Run 1, M1 wires:
The bar under the picture is 20 um long. Supply wires on this layer in grey.
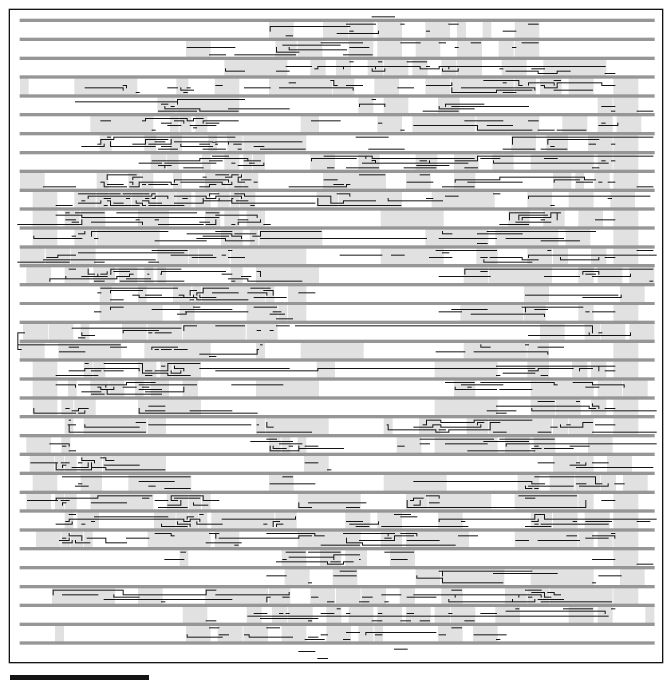
Run 1, sequential cells grouped by signal name:
The bar under the picture is 20 um long. Other sequential cells in the stronger grey, the rest of the logic in the fainter grey.
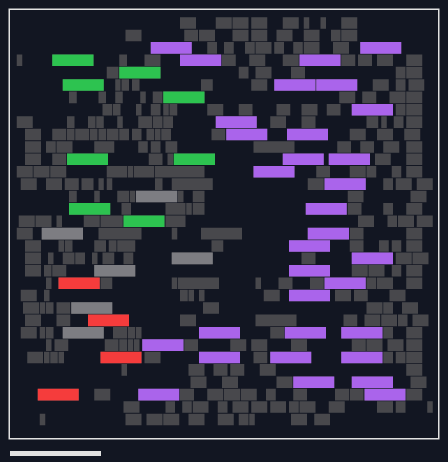
Run 1, metal layers overlaid:
Two of the layers only.
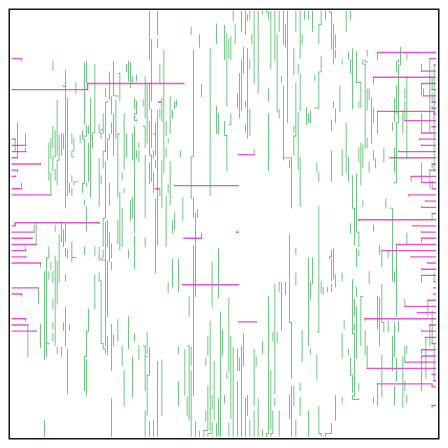
### src/rtl/alu_accum_scheduler.sv
// alu_accum_scheduler
//   Drives a 32-bit SIMD-capable ALU through a multi-beat reduction. The
//   reduction can be a sum, XOR, AND or OR. Each operand beat is combined
//   with the running accumulator, which is fed back on Z. The final value
//   is returned on a valid/ready result port.
//
//   Optional build macro: ALU_ACCUM_SCHED_OVF_EN
//     defined   - res_ovf is a sticky carry flag for sum commands.
//     undefined - res_ovf is tied 0 and carry_out is ignored.
//
// Ports
//   clk, reset            rising-edge clock, async active-high reset
//   cmd_*                 command port (valid/ready); accepted only in IDLE
//   opnd_valid/ready      operand beat handshake (operands go straight to ALU)
//   ALUMODE/OPMODE/
//   USE_SIMD/CIN/Z        registered ALU controls and accumulator feedback
//   S, carry_out          combinational ALU result
//   res_*                 result port (valid/ready)
module alu_accum_scheduler #(
  parameter int LEN_W  = 8,
  parameter int DATA_W = 32
) (
  input  logic              clk,
  input  logic              reset,
  input  logic              cmd_valid,
  output logic              cmd_ready,
  input  logic [3:0]        cmd_alumode,
  input  logic              cmd_logic_or,
  input  logic              cmd_simd,
  input  logic              cmd_cin,
  input  logic [LEN_W-1:0]  cmd_len,
  input  logic              opnd_valid,
  output logic              opnd_ready,
  output logic [3:0]        ALUMODE,
  output logic [8:0]        OPMODE,
  output logic              USE_SIMD,
  output logic              CIN,
  output logic [DATA_W-1:0] Z,
  input  logic [DATA_W-1:0] S,
  input  logic              carry_out,
  output logic              res_valid,
  input  logic              res_ready,
  output logic [DATA_W-1:0] res_data,
  output logic              res_ovf
);

  localparam logic [1:0] ST_IDLE  = 2'd0;
  localparam logic [1:0] ST_FIRST = 2'd1;
  localparam logic [1:0] ST_ACCUM = 2'd2;
  localparam logic [1:0] ST_DONE  = 2'd3;

  // Z mux select: 0 on the first beat (Z ignored), acc on later beats.
  localparam logic [4:0] ZSEL_NONE = 5'b00000;
  localparam logic [4:0] ZSEL_ACC  = 5'b00010;

  logic [1:0]        state_q, state_d;
  logic [DATA_W-1:0] acc_q, acc_d;
  logic [LEN_W-1:0]  count_q, count_d;
  logic [3:0]        alumode_q, alumode_d;
  logic [8:0]        opmode_q, opmode_d;
  logic              simd_q, simd_d;
  logic              cin_q, cin_d;

  assign cmd_ready  = (state_q == ST_IDLE);
  assign opnd_ready = (state_q == ST_FIRST) || (state_q == ST_ACCUM);
  assign res_valid  = (state_q == ST_DONE);
  assign res_data   = res_valid ? acc_q : '0;
  assign ALUMODE    = alumode_q;
  assign OPMODE     = opmode_q;
  assign USE_SIMD   = simd_q;
  assign CIN        = cin_q;
  assign Z          = acc_q;

`ifdef ALU_ACCUM_SCHED_OVF_EN
  logic ovf_q, ovf_d;
  assign res_ovf = ovf_q & res_valid;
`else
  logic unused_carry_out;
  assign unused_carry_out = carry_out;
  assign res_ovf = 1'b0;
`endif

  always_comb begin
    state_d   = state_q;
    acc_d     = acc_q;
    count_d   = count_q;
    alumode_d = alumode_q;
    opmode_d  = opmode_q;
    simd_d    = simd_q;
    cin_d     = cin_q;
`ifdef ALU_ACCUM_SCHED_OVF_EN
    ovf_d     = ovf_q;
`endif
    case (state_q)
      ST_IDLE: begin
        if (cmd_valid) begin
          state_d   = ST_FIRST;
          count_d   = (cmd_len == '0) ? LEN_W'(1) : cmd_len;
          alumode_d = cmd_alumode;
          opmode_d  = {ZSEL_NONE, cmd_logic_or, 3'b101};
          simd_d    = cmd_simd;
          cin_d     = cmd_cin;
          acc_d     = '0;
`ifdef ALU_ACCUM_SCHED_OVF_EN
          ovf_d     = 1'b0;
`endif
        end
      end
      ST_FIRST, ST_ACCUM: begin
        // No opnd_valid: everything holds (stall).
        if (opnd_valid) begin
          acc_d         = S;
          count_d       = count_q - LEN_W'(1);
          cin_d         = 1'b0;             // carry-in applies to beat 1 only
          opmode_d[8:4] = ZSEL_ACC;
          state_d       = (count_q == LEN_W'(1)) ? ST_DONE : ST_ACCUM;
`ifdef ALU_ACCUM_SCHED_OVF_EN
          if (carry_out && (alumode_q[3:2] == 2'b00)) ovf_d = 1'b1;
`endif
        end
      end
      default: begin // ST_DONE
        if (res_ready) begin
          state_d   = ST_IDLE;
          acc_d     = '0;
          count_d   = '0;
          alumode_d = '0;
          opmode_d  = '0;
          simd_d    = 1'b0;
          cin_d     = 1'b0;
`ifdef ALU_ACCUM_SCHED_OVF_EN
          ovf_d     = 1'b0;
`endif
        end
      end
    endcase
  end

  always_ff @(posedge clk or posedge reset) begin
    if (reset) begin
      state_q   <= ST_IDLE;
      acc_q     <= '0;
      count_q   <= '0;
      alumode_q <= '0;
      opmode_q  <= '0;
      simd_q    <= 1'b0;
      cin_q     <= 1'b0;
`ifdef ALU_ACCUM_SCHED_OVF_EN
      ovf_q     <= 1'b0;
`endif
    end else begin
      state_q   <= state_d;
      acc_q     <= acc_d;
      count_q   <= count_d;
      alumode_q <= alumode_d;
      opmode_q  <= opmode_d;
      simd_q    <= simd_d;
      cin_q     <= cin_d;
`ifdef ALU_ACCUM_SCHED_OVF_EN
      ovf_q     <= ovf_d;
`endif
    end
  end

endmodule

### config.mk
export PLATFORM = sky130hd
export DESIGN_NAME = alu_accum_scheduler
export DESIGN_NICKNAME = d
export VERILOG_FILES = /design/src/rtl/alu_accum_scheduler.sv
export SDC_FILE = /design/constraint.sdc
export NUM_CORES = 1
export LEC_CHECK = 0
export CAP_MARGIN = 20
export CORE_UTILIZATION = 30
export CTS_BUF_LIST = sky130_fd_sc_hd__clkbuf_16
export DETAILED_ROUTE_END_ITERATION = 8
export REMOVE_ABC_BUFFERS = 1
export SYNTH_ARGS = -nofsm -noshare
export SYNTH_HDL_FRONTEND = slang
export SYNTH_SLANG_ARGS = --single-unit
### constraint.sdc
create_clock -name clk -period 3.5 [get_ports clk]
set_input_delay 0.7 -clock clk [delete_from_list [all_inputs] [get_ports clk]]
set_output_delay 0.7 -clock clk [all_outputs]
set_load 0.01 [all_outputs]
==> notes.md, run 1 <==
Implementation results are summarized by area below.

Status
The flow ran to the end, and the final reports show no timing, DRC or antenna violations.

Finish
The final cell count without fillers is 469.

Floorplan
The total number of placement rows is 33. The boundary pin count is 136.

Timing
Per the final report, max-transition violations number 0. Final hold analysis gives a worst-case slack of 0.499 ns. Headroom to the max-slew limit came out at 43.2%. The transition time at the pin with the least slew margin is 0.851 ns.

Setup repair after global routing left no endpoint under its margin. The final-report hold violation count is 0. Setup total negative slack on the finished layout was measured at 0 ns. The final clock skew is 0.00603 ns.

Worst hold path
In this run the most critical hold path is launched from CIN$_DFFE_PP0P_. The capture endpoint of the worst hold path is CIN$_DFFE_PP0P_.

Synthesis
The synthesis report lists the Yosys warning total as 0. Dividing the synthesized area by the synthesized cell count gives 10.5 sq um. The synthesized flop and latch total is 50. Sorting the synthesized cells by area gives the leading types as sky130_fd_sc_hd__dfrtp_1, sky130_fd_sc_hd__a22o_1, sky130_fd_sc_hd__and2_1. The synthesis stats list as the most numerous cell sky130_fd_sc_hd__dfrtp_1.

The sequential element share of the synthesized area is 49.3%. The yosys stat chip area is 2540 sq um. The post-synthesis cell count is 242. The count of flip-flops with a built-in enable after synthesis is 0. The cell taking the most area after synthesis is sky130_fd_sc_hd__dfrtp_1.

Placed design
The placed instances occupy a cell area of 3840 sq um. Once placement completed, the tool counted placed cells totaling 461.

Global route
The global-route usage over all layers is 16.0%. The initial antenna violation count is 0. The global-route wire length before repair is 10900 um.

CTS
The post-cts resize count is 0. Per the CTS log, the buffer count on the longest clock path is 2. TritonCTS built the clock tree. The cell sitting at the root of the clock tree is a sky130_fd_sc_hd__clkbuf_16. The clock tree synthesis step divided the H-tree into 2 levels.

Critical path
The OpenROAD report gives the critical path a required time of 2.80 ns. The slowest stage of the critical path belongs to the cell sky130_fd_sc_hd__clkdlybuf4s50_1. The critical register-to-register path startpoint is OPMODE[5]$_DFFE_PP0P_. For reference, the most critical setup path is categorized as flop to output pin.

The critical path maximum fanout is 15. The reg-to-reg critical path endpoint is CIN$_DFFE_PP0P_.

Run
The max-cap check violation count is 0. The number of warnings in the stage logs is 28.

Power and ir drop
The maximum vdd drop is 0.477 mV.
Back to the opening pictures, 'M1 wires':
The wires run mostly horizontal. The longest straight run is 52.0 um. The layer holds 48% of the routed length.
Routed Wire Length: 6830 um
routed vias: 2241

Back to the opening pictures, 'sequential cells grouped by signal name':
Key: green = `count_q` [placed flops 8]; purple = `Z` [placed flops 32]; red = `ALUMODE` [placed flops 4, where lower left]
Another 6 sequential cells are not coloured.

Back to the opening pictures, 'metal layers overlaid':
Key: magenta = met3 [wire length 419 um]; green = met2 [wire length 3070 um]

[run 1: worst min-delay path, cell delays in order, from the launching register on]
cell                      delay [ns]
sky130_fd_sc_hd__dfrtp_1        0.35
sky130_fd_sc_hd__nand2_1        0.05
sky130_fd_sc_hd__o21ai_0        0.07
[run 1: worst max path at each step]
stage	startpoint	endpoint	slack [ns]	cells after the start
after floorplan	OPMODE[5]$_DFFE_PP0P_	count_q[4]$_DFFE_PP0P_	1.04	5
after global placement	res_ready	CIN$_DFFE_PP0P_	0.91	4
after detailed placement	cmd_valid	count_q[5]$_DFFE_PP0P_	0.88	5
after CTS	OPMODE[5]$_DFFE_PP0P_	opnd_ready	0.77	3
after global routing	OPMODE[5]$_DFFE_PP0P_	opnd_ready	0.67	3
final	OPMODE[5]$_DFFE_PP0P_	opnd_ready	0.76	3
[run 1: layout by cell type (no fill, tap or decap), types with 3 or more instances in the layout]
cell                              instances
sky130_fd_sc_hd__a31oi_1                  3
sky130_fd_sc_hd__buf_4                    6
sky130_fd_sc_hd__clkbuf_16                5
sky130_fd_sc_hd__nand2b_1                 4
sky130_fd_sc_hd__clkdlybuf4s50_1        128
sky130_fd_sc_hd__a21oi_1                  6
sky130_fd_sc_hd__nand2_1                 11
sky130_fd_sc_hd__dfrtp_1                 50
sky130_fd_sc_hd__inv_1                   16
sky130_fd_sc_hd__a32oi_1                  3
sky130_fd_sc_hd__o21ai_0                 17
sky130_fd_sc_hd__nor2_1                   7
sky130_fd_sc_hd__ha_1                     4
sky130_fd_sc_hd__and2_1                  32
sky130_fd_sc_hd__conb_1                   6
sky130_fd_sc_hd__a22o_1                  38
[run 1: layer usage]
metal / global-route usage [%] / vias up / part of all wire [%]
li1: - / 1087 / -
met1: 21.4 / 1059 / 48
met2: 26.0 / 86 / 45
met3: 3.32 / 9 / 6.1
met4: 4.74 / 0 / 1.3
met5: 0 / - / 0
[run 1: stage by stage]
stage,setup slack (ns),total power [mW]
floorplan,1.04,2.00
global placement,0.915,2.91
detailed placement,0.883,2.94
CTS,0.766,3.49
global route,0.670,3.71
finish,0.761,3.45
[run 1: layout make-up]
type,instances,area (sq um)
clock buffers,5,125
clock inverters,3,37.5
fillers,802,4210
inverters,15,56.3
multi-input cells,157,1080
flip-flops and latches,50,1250
well taps,105,131
repair buffers,134,1330
[run 1: power breakdown]
| part | switching [mW] | internal, mW | total, mW |
|---|---|---|---|
| sequential | 0.220 | 0.857 | 1.08 |
| combinational | 0.876 | 0.958 | 1.83 |
| clock | 0.202 | 0.332 | 0.534 |
[run 1: logic make-up after synthesis]
logic type | after synthesis | share of synthesized area [%]
DFF | 50 | 49.3
other | 1 | 0.148
adders and majority gates | 4 | 1.97
buffers and inverters | 40 | 9.02
and+or+nand+nor | 70 | 16.5
AOI/OAI and AO/OA | 77 | 23.1
[run 1: state kept, by name, indices dropped and copies added (netlist names)]
register and flops:
CIN 1, USE_SIMD 1, state_q 1, count_q 8, Z 32, ALUMODE 4, OPMODE 3
Run 1, nets reached from selected ports:
The bar under the picture is 20 um long.
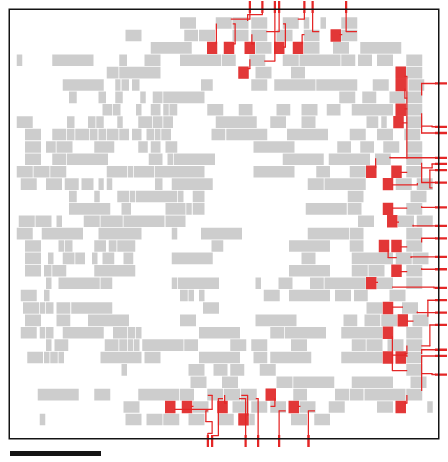

==> run 2: changes to the inputs <==
Clock period 3.5 ns to 2.61 ns, I/O delays scaled along.
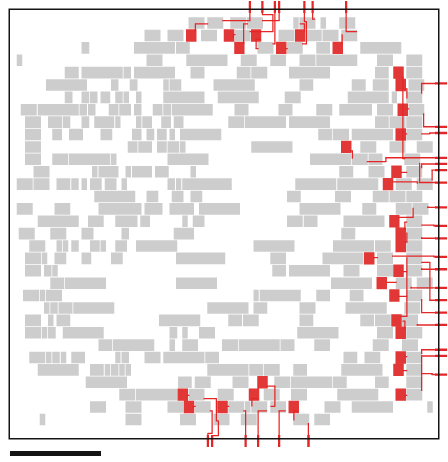
Run 2: nets reached from selected ports
The bar under the picture is 20 um long.
Key: red = `res_data` [direction output, end cells 32, wire 304 um]
IO buf count: 128
I/O pin count: 136

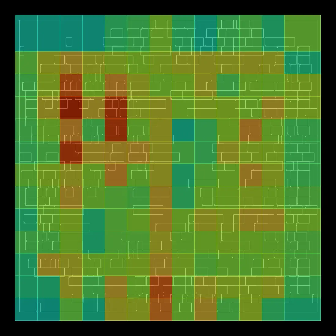
Run 2: track usage over the die
met3 track demand over resource in global routing: 3.32%
met1 Track Usage GR: 22.6%
utilization of the core after routing: 49.3%
most congested layer reported by global routing: met2
Wirelength per Cell: 14.6 um

==> notes.md, run 2 <==
Implementation results are summarized by area below.

Timing
The final-layout worst hold slack came to 0.424 ns (-0.0749 ns). The number of max-slew violations in the final report is 0 (unchanged). The worst path needs 2.42 ns of the cycle, external delays included.

The total negative slack is 0 ns (unchanged). Setup repair after global routing left no endpoint under its margin. The final-report hold violation count was 0 (unchanged). The worst path setup slack after routing is 0.192 ns (-0.568 ns). The transition time at the pin with the least slew margin was 0.526 ns (-0.324 ns).

The worst-case headroom to the max-slew limit is 64.8% (+22 points). The final clock skew was 0.00445 ns (-0.00158 ns).

Placed design
The worst slack at placement came to 0.365 ns (-0.519 ns). The final estimated routing congestion in global placement is 0.840. The placed instance count was 462 (+0.22%).

Run
The number of warnings in the stage logs is 28 (unchanged). The max-cap check violation count is 0 (unchanged).

Critical path
The worst setup path category is flop to output pin. The slowest stage of the critical path belongs to the cell sky130_fd_sc_hd__clkdlybuf4s50_1. The maximum net fanout on the critical path is 15 (unchanged). The required time at the worst-slack endpoint is 2.09 ns (-0.71 ns).

Finish
The flip-flop count of the largest register after layout is 32 (unchanged). The final cell count without fillers came to 470 (+0.21%). Per the cell usage report, the commonest logic cells after layout are sky130_fd_sc_hd__clkdlybuf4s50_1, sky130_fd_sc_hd__dfrtp_1, sky130_fd_sc_hd__a22o_1. Among logic cells in the layout, the one with the most instances is sky130_fd_sc_hd__clkdlybuf4s50_1. The post-route netlist has 5.48% of its cells at a drive strength greater than 1. The area added between synthesis and finish is 59.7%.

Power and ir drop
The overall power consumption is 4.75 mW (+38%). The maximum vdd drop is 0.571 mV (+20%). The cell leakage power is 1.73 nW. The flow reported a cell area power density of 1170 nW/um^2.

Global route
The global-route usage over all layers is 16.2% (+0.16 points). The initial antenna violation count is 0 (unchanged). The global-route wire length before repair is 11200 um (+2.8%). The global-route met2 utilization came to 25.6% (-0.43 points). The residual overflow from global routing is 0. The via count of the first global-routing pass is 2194.

CTS
The number of buffers inserted by hold repair at cts is 0. The level count of the clock H-tree is 2 (unchanged). TritonCTS built the clock tree. Clock tree synthesis selected as its root buffer the cell sky130_fd_sc_hd__clkbuf_16. The buffer levels on the longest clock path came to 2 (unchanged).

In this run the post-CTS setup repair buffer count came out at 0. The post-cts resize count is 0 (unchanged).

Synthesis
The synthesized flop and latch total was 50 (unchanged). The cell type that accounts for the most area after synthesis is sky130_fd_sc_hd__dfrtp_1. The count of flip-flops with a built-in enable after synthesis came to 0 (unchanged).

The sequential element share of the synthesized area is 49.3% (unchanged). The post-synthesis average cell area is 10.5 sq um (unchanged). The yosys stat chip area is 2540 sq um (unchanged). The count of synthesis-stage warnings from yosys came to 0 (unchanged). The most numerous cell in the Yosys netlist is sky130_fd_sc_hd__dfrtp_1. The post-synthesis instance area is 2540 sq um.

The post-synthesis cell count is 242 (unchanged). After synthesis, the cell types taking the most area are sky130_fd_sc_hd__dfrtp_1, sky130_fd_sc_hd__a22o_1, sky130_fd_sc_hd__and2_1.

Floorplan
The total number of placement rows is 33 (unchanged).

Status
The flow ran to the end, and the final reports show no timing, DRC or antenna violations.

Worst hold path
The worst min-delay path category is input port to async pin.

Routing
In the routed layout, each cell is associated on average with a via count of 4.82.
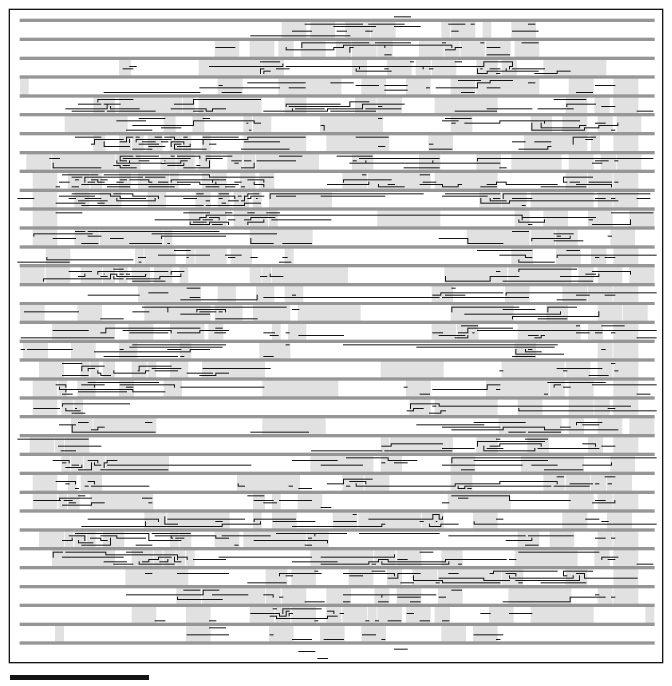
Run 2: M1 wires
The bar under the picture is 20 um long. Supply wires on this layer in grey.
The longest straight run is 45.5 um. The layer holds 49% of the routed length. The layer carries 3360 um of wire. 342 nets have wire on it.
Routed Wire Length: 6860 um
routed vias: 2267

[run 2: cell families after synthesis]
| group | share of synthesized area, % |
|---|---|
| other cells | 0.148 |
| fa+ha+maj | 1.97 |
| compound gates | 23.1 |
| simple gates | 16.5 |
| flops | 49.3 |
| buf+inv | 9.02 |
[run 2: path summary, 6_finish.rpt]
| check | start | to | slack [ns] | cells past startpoint |
|---|---|---|---|---|
| max reg2reg | OPMODE[5]$_DFFE_PP0P_ | CIN$_DFFE_PP0P_ | 0.54 | 5 |
| max | OPMODE[5]$_DFFE_PP0P_ | opnd_ready | 0.19 | 3 |
| min in group clk | CIN$_DFFE_PP0P_ | CIN$_DFFE_PP0P_ | 0.48 | 2 |
| min reg2reg | CIN$_DFFE_PP0P_ | CIN$_DFFE_PP0P_ | 0.48 | 2 |
| min | reset | Z[21]$_DFFE_PP0P_ | 0.42 | 2 |
| max in group asynchronous | reset | Z[4]$_DFFE_PP0P_ | 1.72 | 3 |
[run 2: metrics by stage]
step           util [%]  area (sq um)
2_1_floorplan         -          2380
3_3_place_gp       47.0          3860
3_5_place_dp       47.0          3860
4_1_cts            49.3          4050
5_1_grt            49.3          4050
6_report           49.3          4050
[run 2: final cells by class]
cell class / instances / area [sq um]
clock buffers: 5 / 125
clock inverters: 3 / 63.8
fillers: 802 / 4160
inverters: 15 / 56.3
multi-input cells: 157 / 1080
flip-flops and latches: 50 / 1250
well taps: 105 / 131
repair buffers: 135 / 1350
[run 2: worst max-delay path: cells and delay by family (launching register included)]
family / cells / cell delay (ns)
DFF: 1 / 0.42
adders and majority gates: 1 / 0.52
buffers and inverters: 2 / 0.68
[run 2: layer usage]
layer  up-vias  share of wire (%)
met5         -                  0
met4         0               0.89
met3         5                6.3
met2        90                 44
met1      1081                 49
li1       1091                  -
[run 2: where the power goes]
part	total [mW]	switching [mW]	leakage (nW)	internal, mW
sequential	1.44	0.292	0.657	1.15
combinational	2.48	1.18	0.978	1.30
clock	0.833	0.286	0.0915	0.546
total	4.75	1.76	1.73	2.99
Run 2, sequential cells grouped by signal name:
The bar under the picture is 20 um long. Other sequential cells in the stronger grey, the rest of the logic in the fainter grey.
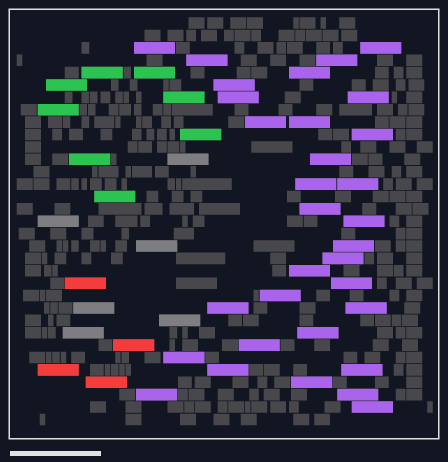

==> run 3: changes to the inputs <==
Settings changed: CORE_MARGIN set to 2, SKIP_LAST_GASP set to 1.
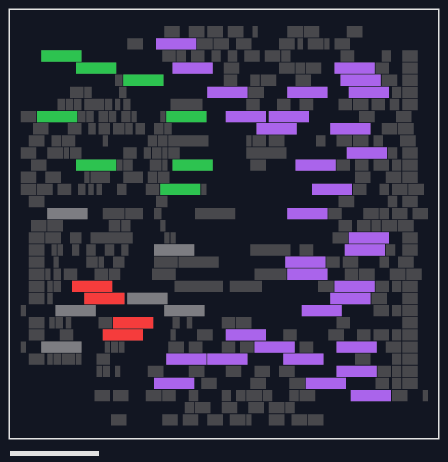
Run 3: sequential cells grouped by signal name
The bar under the picture is 20 um long. Other sequential cells in the stronger grey, the rest of the logic in the fainter grey.
Key: red = `ALUMODE` [placed flops 4]; purple = `Z` [placed flops 32]; green = `count_q` [placed flops 8]
Another 6 sequential cells are not coloured.
utilization of the core after routing: 49.3%
flip-flop and latch area: 1250 sq um
flip-flop and latch share of the layout cell area: 30.9%
Sequential Power: 1.45 mW

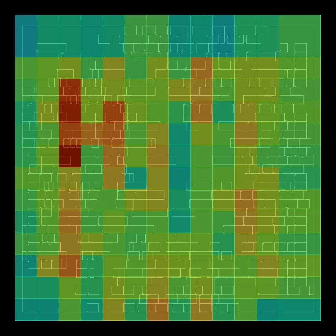
Run 3: track usage over the die
met2 Usage GRT: 24.3%
met3 track demand over resource in global routing: 3.52%
met1 Track Usage GR: 20.2%
overall global routing resource usage: 14.9%
Wirelength per Cell: 14.4 um

==> notes.md, run 3 <==
Implementation results are summarized by area below.

Status
The run finished with clean final reports.

Finish
The combinational gate area is 1080 sq um (+0.23%). The post-route cell area is 4050 sq um (about the same). The final cell count without fillers is 469 (-0.21%).

The ratio of cells with drive above 1 in the final layout is 5.49% (+0.015 points). The total inserted antenna cells is 0. The area added between synthesis and finish is 59.6% (about the same). The flip-flop count of the largest register after layout is 32 (unchanged).

The count of fill cells added during filler insertion came to 786 (-2.0%). By instance count after routing, the leading logic cell types are sky130_fd_sc_hd__clkdlybuf4s50_1, sky130_fd_sc_hd__dfrtp_1, sky130_fd_sc_hd__a22o_1. Leaving out fill and tap cells, the most frequent cell in the layout is sky130_fd_sc_hd__clkdlybuf4s50_1.

Worst hold path
STA reports the tightest min-delay check as being of type flop to flop.

Critical path
STA classifies the critical path endpoint as an output pin. The data arrival at the endpoint of the critical path is 1.91 ns. The worst setup path category is flop to output pin. The maximum net fanout on the critical path was 15 (unchanged). The required time at the worst-slack endpoint is 2.09 ns (about the same).

Floorplan
The boundary pin count was 136 (unchanged). The total core area is 8220 sq um. For this configuration, the core starts out at a cell density of 30.9%. The total number of placement rows is 33 (unchanged).

Timing
The number of max-slew violations in the final report was 0 (unchanged). The worst-case headroom to the max-slew limit was 61.3% (-3.6 points). The share of the cycle needed by the critical path after routing is 93.2%. The worst path setup slack after routing is 0.177 ns (-0.0157 ns). The transition time at the pin with the least slew margin is 0.580 ns (+0.0536 ns).

The last timing report of the flow puts the setup violation total at 0. For this run, the top clock speed supported by timing is 0.411 GHz. The final clock skew was 0.00853 ns (+0.00409 ns). The total negative slack was 0 ns (unchanged).

The final-report hold violation count is 0 (unchanged). The final-layout worst hold slack is 0.483 ns (+0.0591 ns). The clock period minus worst slack is 2.43 ns (+0.0157 ns). Setup repair after global routing left no endpoint under its margin.

Power and ir drop
The fraction of power spent switching nets was 37.5% (+0.41 points). The sequential power share was 30.8% (+0.5 points). The areal power density over the cells is 1160 nW/um^2 (-1.3%). The logic gate share of total power is 53.8% (+1.7 points). The part of the total power dissipated in the clock network is 15.4% (-2.1 points). The net switching component of the power was 1.76 mW (-0.22%). The maximum vdd drop was 0.474 mV (-17%). The total internal power is 2.93 mW (-2.0%). The cell leakage power was 1.72 nW (-0.58%).

CTS
In this run the clock root is driven by a sky130_fd_sc_hd__clkbuf_16. TritonCTS built the clock tree. The level count of the clock H-tree is 2 (unchanged). The buffer levels on the longest clock path came to 2 (unchanged). The total CTS buffers is 5. The number of post-CTS setup repair buffers came to 0 (unchanged).

Global route
The initial antenna violation count is 0 (unchanged). The via count of the first global-routing pass is 2159 (-1.6%). The global-route wire length before repair was 10900 um (-3.0%). The residual overflow from global routing is 0 (unchanged).

Placed design
The port buffer count is 128 (unchanged). The estimated wirelength of the detail-placed design is 5000 um. The final estimated routing congestion in global placement is 0.827 (-1.5%).

The placed instance area is 3880 sq um (+0.45%). The worst slack at placement is 0.346 ns (-0.0189 ns). The placed instance count is 461 (-0.22%).

Run
The number of warnings in the stage logs is 28 (unchanged). The max-cap check violation count is 0 (unchanged).

Synthesis
The cell taking the most area after synthesis is sky130_fd_sc_hd__dfrtp_1. The post-synthesis average cell area is 10.5 sq um (unchanged). The synthesized flop and latch total is 50 (unchanged). The count of flip-flops with a built-in enable after synthesis came to 0 (unchanged). Yosys attributes the largest share of cell area to sky130_fd_sc_hd__dfrtp_1, sky130_fd_sc_hd__a22o_1, sky130_fd_sc_hd__and2_1. Of all flip-flops after synthesis, the portion carrying an async set or reset was 100%. The post-synthesis instance area is 2540 sq um (unchanged). The dominant register cell is sky130_fd_sc_hd__dfrtp_1.

The yosys stat chip area is 2540 sq um (unchanged). The post-synthesis cell count came to 242 (unchanged). The sequential element share of the synthesized area is 49.3% (unchanged).

The count of synthesis-stage warnings from yosys is 0 (unchanged). The most numerous cell in the Yosys netlist is sky130_fd_sc_hd__dfrtp_1.

Routing
The remaining antenna violation count is 0. The number of DRC markers in iteration 0 is 52. The via-per-instance ratio is 4.84 (+0.39%).
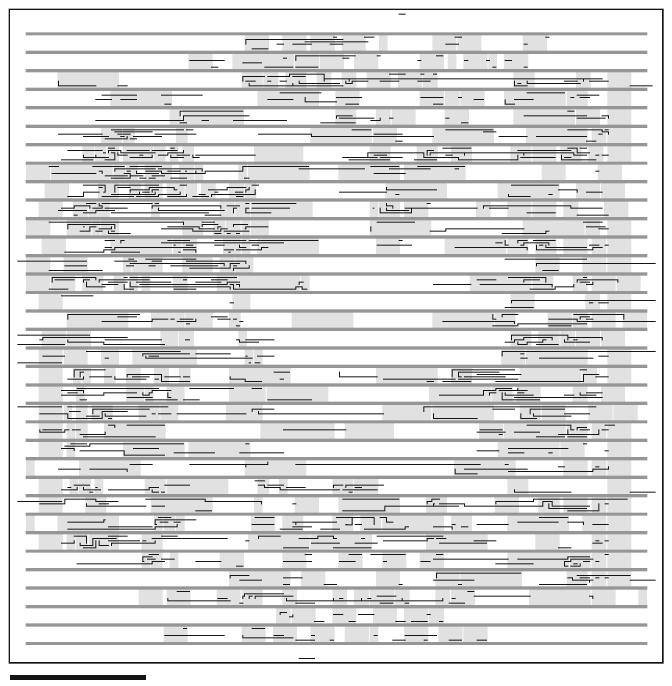
Run 3: M1 wires
The bar under the picture is 20 um long. Supply wires on this layer in grey.
The layer carries 3030 um of wire. 339 nets have wire on it. The longest straight run is 40.9 um. The wires run mostly horizontal.
routed vias: 2271
Routed Wire Length: 6750 um

run 3: cell counts after synthesis:
No cell type changed its count.
run 3: worst max-delay path: stages, from the launching register on:
cell and delay, ns:
sky130_fd_sc_hd__dfrtp_1 0.43, sky130_fd_sc_hd__inv_1 0.07, sky130_fd_sc_hd__ha_2 0.53, sky130_fd_sc_hd__clkdlybuf4s50_1 0.60
run 3: power by group through the flow:
| stage | clock [mW] | combinational, mW | sequential (mW) |
|---|---|---|---|
| final | 0.720 | 2.52 | 1.45 |
| after global routing | 0.779 | 2.79 | 1.51 |
| after CTS | 0.743 | 2.55 | 1.45 |
| after detailed placement | 0 | 2.53 | 1.45 |
| after global placement | 0 | 2.51 | 1.45 |
| after floorplan | 0 | 1.14 | 1.55 |
run 3: what timing repair did:
action,CTS,global route
endpoints found under the setup margin,0,16
hold buffers,0,0
gates resized,0,2
run 3: routing by layer:
metal	wire (um)	global-route usage (%)	up-vias	part of all wire [%]
met5	0	0	-	0
met4	40	2.98	0	0.59
met3	551	3.52	4	8.2
met2	3140	24.3	96	46
met1	3020	20.2	1083	45
li1	-	-	1088	-
run 3: logic make-up (layout without fill, tap and decap cells):
kind of cell / Yosys count / after routing / share of synthesized area (%)
adders and majority gates: 4 / 4 / 1.97
DFF: 50 / 50 / 49.3
buffers and inverters: 40 / 157 / 9.02
other: 1 / 6 / 0.148
AOI/OAI and AO/OA: 77 / 77 / 23.1
and+or+nand+nor: 70 / 70 / 16.5
run 3: path summary, 6_finish.rpt:
kind	startpoint	to	slack, ns	cells past startpoint
hold / removal	CIN$_DFFE_PP0P_	CIN$_DFFE_PP0P_	0.48	2
hold reg to reg	CIN$_DFFE_PP0P_	CIN$_DFFE_PP0P_	0.48	2
min in group asynchronous	reset	count_q[3]$_DFFE_PP0P_	0.61	2
max in group asynchronous	reset	Z[27]$_DFFE_PP0P_	1.45	3
setup / recovery	OPMODE[5]$_DFFE_PP0P_	opnd_ready	0.18	3
setup reg to reg	OPMODE[5]$_DFFE_PP0P_	count_q[7]$_DFFE_PP0P_	0.57	6
run 3: cell type report:
| type | count | area share [%] |
|---|---|---|
| repair buffers | 134 | 33.7 |
| inverters | 15 | 1.39 |
| clock buffers | 5 | 3.09 |
| multi-input cells | 157 | 26.7 |
| clock inverters | 3 | 1.02 |
| flip-flops and latches | 50 | 30.9 |
| well taps | 105 | 3.24 |
run 3: per-stage QoR:
step / util [%] / power [mW]
3_5_place_dp: 47.2 / 3.99
4_1_cts: 49.2 / 4.74
5_1_grt: 49.3 / 5.08
2_1_floorplan: - / 2.69
3_3_place_gp: 47.2 / 3.96
6_report: 49.3 / 4.69
Power is estimated from default activity; no workload was simulated.
